===== src/rtl/uart_rx_mmio.sv =====
// uart_rx_mmio: memory-mapped UART receiver for the PicoRV32 native bus.
//
// Deframes 8N1 serial data (optionally 8E1 parity check) from rx using a
// programmable clocks-per-bit divider, stores bytes in a FIFO, and exposes
// a small register window to the CPU:
//   addr[3:2]=0 DATA   read pops {24'b0,byte}; FFFF_FFFF when empty
//   addr[3:2]=1 STATUS {pe,fe,ov,full,avail}; bits 4:2 are write-1-to-clear
//   addr[3:2]=2 DIV    clocks per bit [15:0], values below 4 stored as 4
//   addr[3:2]=3 reads 0
//
// Compile-time option: define UART_RX_PARITY_EN to insert an even-parity
// bit between the data bits and the stop bit.
//
// Ports:
//   clk, resetn                 clock, asynchronous active-low reset
//   mem_valid/addr/wdata/wstrb  bus request (wstrb==0 means read)
//   mem_ready, mem_rdata        one-cycle acknowledge and read data
//   rx                          asynchronous serial input, idle high
//   irq_rx                      high while received bytes are waiting
//   dbg_state                   deframer state (0 idle, 1 start, 2 data,
//                               3 parity, 4 stop)
`timescale 1ns/1ps
module uart_rx_mmio #(
  parameter int CLK_HZ     = 50000000,
  parameter int BAUD       = 115200,
  parameter int FIFO_DEPTH = 16
) (
  input  logic        clk,
  input  logic        resetn,
  input  logic        mem_valid,
  input  logic [31:0] mem_addr,
  input  logic [31:0] mem_wdata,
  input  logic [3:0]  mem_wstrb,
  output logic        mem_ready,
  output logic [31:0] mem_rdata,
  input  logic        rx,
  output logic        irq_rx,
  output logic [2:0]  dbg_state
);

  localparam int          AW       = $clog2(FIFO_DEPTH);
  localparam logic [AW:0] FULL_CNT = (AW+1)'(FIFO_DEPTH);
  localparam logic [15:0] DIV_RST  = 16'(CLK_HZ / BAUD);

  typedef enum logic [2:0] {
    S_IDLE   = 3'd0,
    S_START  = 3'd1,
    S_DATA   = 3'd2,
    S_PARITY = 3'd3,
    S_STOP   = 3'd4
  } rx_state_t;

  // ---------------- input synchroniser ----------------
  // All three flops reset low so that a line held low across reset release
  // is not mistaken for a start bit: a start needs a genuine 1->0 edge.
  logic rx_meta, rx_sync, rx_prev;
  always_ff @(posedge clk or negedge resetn) begin
    if (!resetn) begin
      rx_meta <= 1'b0;
      rx_sync <= 1'b0;
      rx_prev <= 1'b0;
    end else begin
      rx_meta <= rx;
      rx_sync <= rx_meta;
      rx_prev <= rx_sync;
    end
  end

  // ---------------- deframer FSM ----------------
  rx_state_t   state, state_n;
  logic [15:0] cnt, cnt_n, fdiv, fdiv_n, div_reg;
  logic [2:0]  idx, idx_n;
  logic [7:0]  shreg, shreg_n;
  logic        par_bad, par_bad_n;
  logic        push_req, set_fe, set_pe;

  always_ff @(posedge clk or negedge resetn) begin
    if (!resetn) begin
      state   <= S_IDLE;
      cnt     <= '0;
      fdiv    <= DIV_RST;
      idx     <= '0;
      shreg   <= '0;
      par_bad <= 1'b0;
    end else begin
      state   <= state_n;
      cnt     <= cnt_n;
      fdiv    <= fdiv_n;
      idx     <= idx_n;
      shreg   <= shreg_n;
      par_bad <= par_bad_n;
    end
  end

  always_comb begin
    state_n   = state;
    cnt_n     = cnt;
    fdiv_n    = fdiv;
    idx_n     = idx;
    shreg_n   = shreg;
    par_bad_n = par_bad;
    push_req  = 1'b0;
    set_fe    = 1'b0;
    set_pe    = 1'b0;
    case (state)
      S_IDLE: begin
        // DIV is latched per frame so bus writes never disturb a frame.
        if (rx_prev && !rx_sync) begin
          fdiv_n    = div_reg;
          cnt_n     = {1'b0, div_reg[15:1]};
          par_bad_n = 1'b0;
          state_n   = S_START;
        end
      end
      S_START: begin
        if (cnt == 16'd0) begin
          if (rx_sync) begin
            state_n = S_IDLE;            // too short to be a start bit
          end else begin
            cnt_n   = fdiv - 16'd1;
            idx_n   = 3'd0;
            state_n = S_DATA;
          end
        end else begin
          cnt_n = cnt - 16'd1;
        end
      end
      S_DATA: begin
        if (cnt == 16'd0) begin
          shreg_n = {rx_sync, shreg[7:1]};
          idx_n   = idx + 3'd1;
          cnt_n   = fdiv - 16'd1;
          if (idx == 3'd7) begin
`ifdef UART_RX_PARITY_EN
            state_n = S_PARITY;
`else
            state_n = S_STOP;
`endif
          end
        end else begin
          cnt_n = cnt - 16'd1;
        end
      end
`ifdef UART_RX_PARITY_EN
      S_PARITY: begin
        if (cnt == 16'd0) begin
          par_bad_n = (rx_sync != (^shreg));
          cnt_n     = fdiv - 16'd1;
          state_n   = S_STOP;
        end else begin
          cnt_n = cnt - 16'd1;
        end
      end
`endif
      S_STOP: begin
        if (cnt == 16'd0) begin
          set_fe   = !rx_sync;
          set_pe   = par_bad;
          push_req = rx_sync && !par_bad;
          state_n  = S_IDLE;
        end else begin
          cnt_n = cnt - 16'd1;
        end
      end
      default: state_n = S_IDLE;
    endcase
  end

  assign dbg_state = state;

  // ---------------- bus and FIFO ----------------
  // Handshake: a request is accepted on a cycle with mem_valid && !mem_ready;
  // mem_ready is high for exactly the following cycle with mem_rdata valid,
  // so a request held through its ready cycle is never taken twice.
  logic [7:0]  fifo_mem [FIFO_DEPTH];
  logic [AW-1:0] wr_ptr, rd_ptr;
  logic [AW:0] count;
  logic        ov, fe, pe;
  logic        accept, is_wr, pop, push_ok, set_ov, avail, full;
  logic [1:0]  reg_sel;
  logic [2:0]  w1c;
  logic [31:0] rd_val;

  assign accept  = mem_valid && !mem_ready;
  assign is_wr   = |mem_wstrb;
  assign reg_sel = mem_addr[3:2];
  assign avail   = (count != '0);
  assign full    = (count == FULL_CNT);
  assign pop     = accept && !is_wr && (reg_sel == 2'd0) && avail;
  assign push_ok = push_req && !full;
  assign set_ov  = push_req && full;
  assign w1c     = (accept && is_wr && (reg_sel == 2'd1)) ? mem_wdata[4:2] : 3'b000;

  always_comb begin
    rd_val = '0;
    case (reg_sel)
      2'd0:    rd_val = avail ? {24'd0, fifo_mem[rd_ptr]} : 32'hFFFF_FFFF;
      2'd1:    rd_val = {27'd0, pe, fe, ov, full, avail};
      2'd2:    rd_val = {16'd0, div_reg};
      default: rd_val = '0;
    endcase
  end

  always_ff @(posedge clk) begin
    if (push_ok) fifo_mem[wr_ptr] <= shreg;
  end

  always_ff @(posedge clk or negedge resetn) begin
    if (!resetn) begin
      mem_ready <= 1'b0;
      mem_rdata <= '0;
      irq_rx    <= 1'b0;
      wr_ptr    <= '0;
      rd_ptr    <= '0;
      count     <= '0;
      div_reg   <= DIV_RST;
      ov        <= 1'b0;
      fe        <= 1'b0;
      pe        <= 1'b0;
    end else begin
      mem_ready <= accept;
      mem_rdata <= (accept && !is_wr) ? rd_val : 32'd0;
      irq_rx    <= avail;
      if (push_ok) wr_ptr <= wr_ptr + 1'b1;
      if (pop)     rd_ptr <= rd_ptr + 1'b1;
      if (push_ok && !pop)      count <= count + 1'b1;
      else if (pop && !push_ok) count <= count - 1'b1;
      if (accept && is_wr && (reg_sel == 2'd2))
        div_reg <= (mem_wdata[15:0] < 16'd4) ? 16'd4 : mem_wdata[15:0];
      // A hardware set wins over a same-cycle clear.
      ov <= (ov & ~w1c[0]) | set_ov;
      fe <= (fe & ~w1c[1]) | set_fe;
`ifdef UART_RX_PARITY_EN
      pe <= (pe & ~w1c[2]) | set_pe;
`else
      pe <= 1'b0;
`endif
    end
  end

  logic unused_bits;
  assign unused_bits = ^{mem_addr[31:4], mem_addr[1:0], mem_wdata[31:16], set_pe, w1c[2]};

endmodule

===== config.mk =====
export PLATFORM = sky130hd
export DESIGN_NAME = uart_rx_mmio
export DESIGN_NICKNAME = d
export VERILOG_FILES = /design/src/rtl/uart_rx_mmio.sv
export SDC_FILE = /design/constraint.sdc
export NUM_CORES = 1
export LEC_CHECK = 0
export ABC_AREA = 1
export CAP_MARGIN = 20
export CORE_ASPECT_RATIO = 0.9
export CORE_UTILIZATION = 57
export CTS_CLUSTER_DIAMETER = 30
export DETAILED_ROUTE_END_ITERATION = 10
export PLACE_DENSITY_LB_ADDON = 0.1
export SKIP_CTS_REPAIR_TIMING = 1
export SLEW_MARGIN = 10
export SYNTH_ARGS = -nofsm -noshare
export SYNTH_HDL_FRONTEND = slang
export SYNTH_SLANG_ARGS = --single-unit

===== constraint.sdc =====
create_clock -name clk -period 3.6 [get_ports clk]
set_input_delay 0.72 -clock clk [delete_from_list [all_inputs] [get_ports clk]]
set_output_delay 0.72 -clock clk [all_outputs]
set_load 0.005 [all_outputs]

==> flow_metrics.tcl <==
# metrics dict for downstream scripts
set metrics [dict create \
    outcome "finished clean" \
    non_clock_buffer_area_share_pct 6.23 \
    drive_gt1_share_pct 10.8 \
    cts_sinks 227 \
    place_congestion 0.897 \
    tritoncts "yes" \
    finalClockPeriodUsage_pct 84.8 \
    grt_max_degree 84 \
    die_y_um 132 \
    grt_usage_pct 27.3 \
    ff2ff_setup_slack_ns 0.55 \
    io_buffers 62 \
    die_area_sq_um 19400 \
    drc 0 \
    place_area_sq_um 11500 \
    wl_met1_mm 12.2 \
    ff_type "edfxtp_1" \
    ys_sh_mux_pct 0 \
    xor_share_pct 1.31 \
    ys.flops 227 \
    drtAntennaViolNets 0 \
    tightest_slew_ns 0.877 \
    path_clk_slew_ns 0.05 \
    drv_slew 0 \
    fill_cells 1378 \
    fin_area_sq_um 13000 \
    max_slew_margin_pct 41.5 \
    setup_tns_ns 0 \
    largestRegisters "fifo_mem (128), mem_rdata (17)" \
    warnings 76 \
    floorplan.nets 1249 \
    hpwl_mm 16.4 \
    crit_top_cell "nor2_1" \
    largest_register_ffs 128 \
    clock_path_buffers 3 \
    peakVddDrop_mv 0.457 \
    syn_to_final_growth_pct 21.3 \
    grt_pass1_wl_mm 41.0 \
    cap_viol_max_count 0 \
    ys_sh_adder_pct 1.82 \
    chipWidth_um 147 \
    edf_count 128 \
    skew_ns 0.0207 \
    top_logic_kind "simple AND/OR/NAND/NOR gates" \
    hold_path_class "input pin to async pin" \
    final_nets 1324 \
    cp-end-kind "flip-flop" \
    rsz0062_at_grt "false" \
    yosys_area_sq_um 10700 \
    ys_sh_aoi_pct 9.02 \
    hold_ws_ns 0.0912 \
    synth_area_sq_um 10700 \
    inv_count 103 \
    antenna_found_initial 0 \
    grt_pass1_vias 7667 \
    cp-start-kind "flip-flop" \
    wl_met2_mm 10.8 \
    groute.layer.met1.usage_pct 43.4 \
    routed-wl-met3_mm 2.21 \
    routed.top_layer "met4" \
    placementRows 47 \
    grtUsageMet3_pct 4.67 \
    overflow 0 \
    cts.htree.levels 2 \
    totalWireLength_mm 25.7 \
    hold_viol_final 0 \
    crit_family "simple AND/OR/NAND/NOR gates" \
    flop_area_sq_um 6330 \
    p_leak_nw 5.49 \
    num-nonclk-buffers 84 \
    core-area_sq_um 18400 \
    drt-pass1-iter-count 6 \
    yosysUniqueCellTypes 40 \
    path_buffers 2 \
    use_met2_pct 37.9 \
    tap_cells 245 \
    arrival_ns 3.46 \
    dp_cells 1434 \
    largest_register "fifo_mem" \
    max_freq_mhz 328 \
    slowest_delay_ns 0.41 \
    grt-busiest-layer "met1" \
    worstSetupPathType "flip-flop to flip-flop" \
    final-clk-cell-share_pct 11.3 \
    required_ns 4.01 \
    logic_gates 777 \
    clk_latency_ns 0.54 \
]
[final timing paths]
check	endpoint	depth (start not counted)
worst max-delay path	count[4]	16
worst min-delay path	mem_rdata[13]	1
worst max register to register	count[4]	16
worst min register to register	rx_sync	0
max in group asynchronous	idx[2]	3
min in group clk	rx_sync	0
[worst register-to-register path, delay by kind of cell, from the launching register on]
family / cells / cell delay (ns)
buffers and inverters: 2 / 0.24
XOR/XNOR: 1 / 0.13
AND/OR/NAND/NOR: 9 / 1.15
AND-OR/OR-AND: 1 / 0.15
flip-flops: 1 / 0.41
adder cells (fa/ha/maj): 3 / 0.85
[report_power, final]
part	internal, W	switching (W)
Sequential	0.00301	0.000268
Clock	0.00253	0.00145
Combinational	0.000734	0.00150
Total	0.00628	0.00321
[synthesized netlist by cell type (all sizes together), types with 7 or more instances]
cell	n	share of area, %
nand2	250	9.3
nor2	204	7.5
o21ai	131	6.2
edfxtp	128	36
inv	99	3.5
nand3	99	4.7
dfrtp	89	21
buf	37	2.2
a21oi	20	0.93
o211ai	19	1.3
clkbuf	18	0.63
ha	14	1.6
xor2	12	0.98
dfstp	10	2.4
nand4	7	0.41
[placed cells by master (no fill, tap or decap), drive strengths merged, types with 2 or more instances in the layout]
master	n
dfstp	10
xnor2	4
o22ai	3
o211ai	19
and3	2
xor2	12
clkinv	11
nand3	99
clkbuf	55
o21ai	131
a22o	2
a21oi	20
clkdlybuf4s50	61
buf	23
dfrtp	89
inv	112
nor4	3
nand2	250
clkinvlp	6
edfxtp	128
nand4	7
nor2	204
ha	14
[metrics by stage]
step           power [W]  worst slack (ns)
2_1_floorplan    0.00491             0.789
3_3_place_gp     0.00544             0.301
3_5_place_dp     0.00547             0.286
4_1_cts          0.00948             0.590
5_1_grt          0.00995             0.309
6_report         0.00949             0.549
==> images/congestion_map.png <==
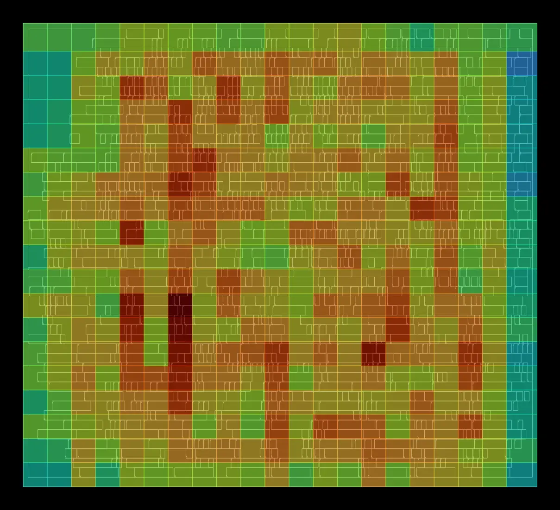
Routed WL per cell: 17.0 um
post-layout util: 70.7%

==> images/gates.png <==
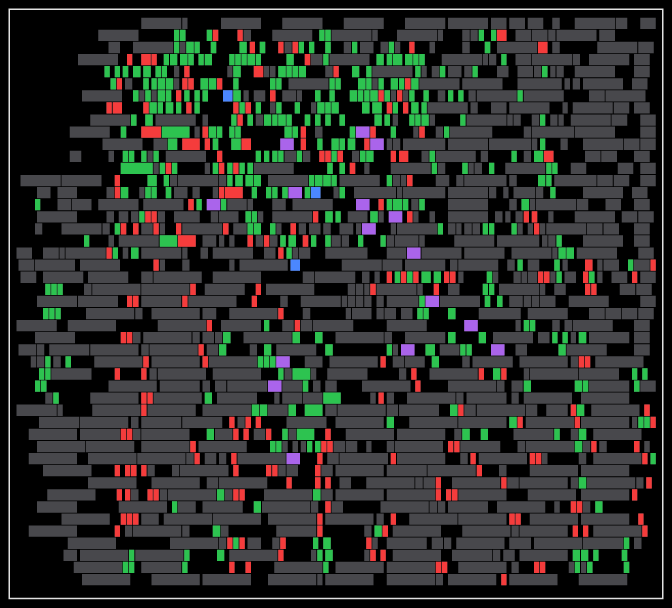
| family | color | cells | most used |
|---|---|---|---|
| nor cells | red | 209 | nor2_1 |
| xor and xnor cells | purple | 16 | xor2_1 |
| and/or cells | blue | 3 | and3_1 |
| nand cells | green | 356 | nand2_1 |
dominant logic cell type in the layout: nand2_1
Non-Filler Instances: 1518
Comb/total area: 28.5%

Power and IR drop assume default switching activity.
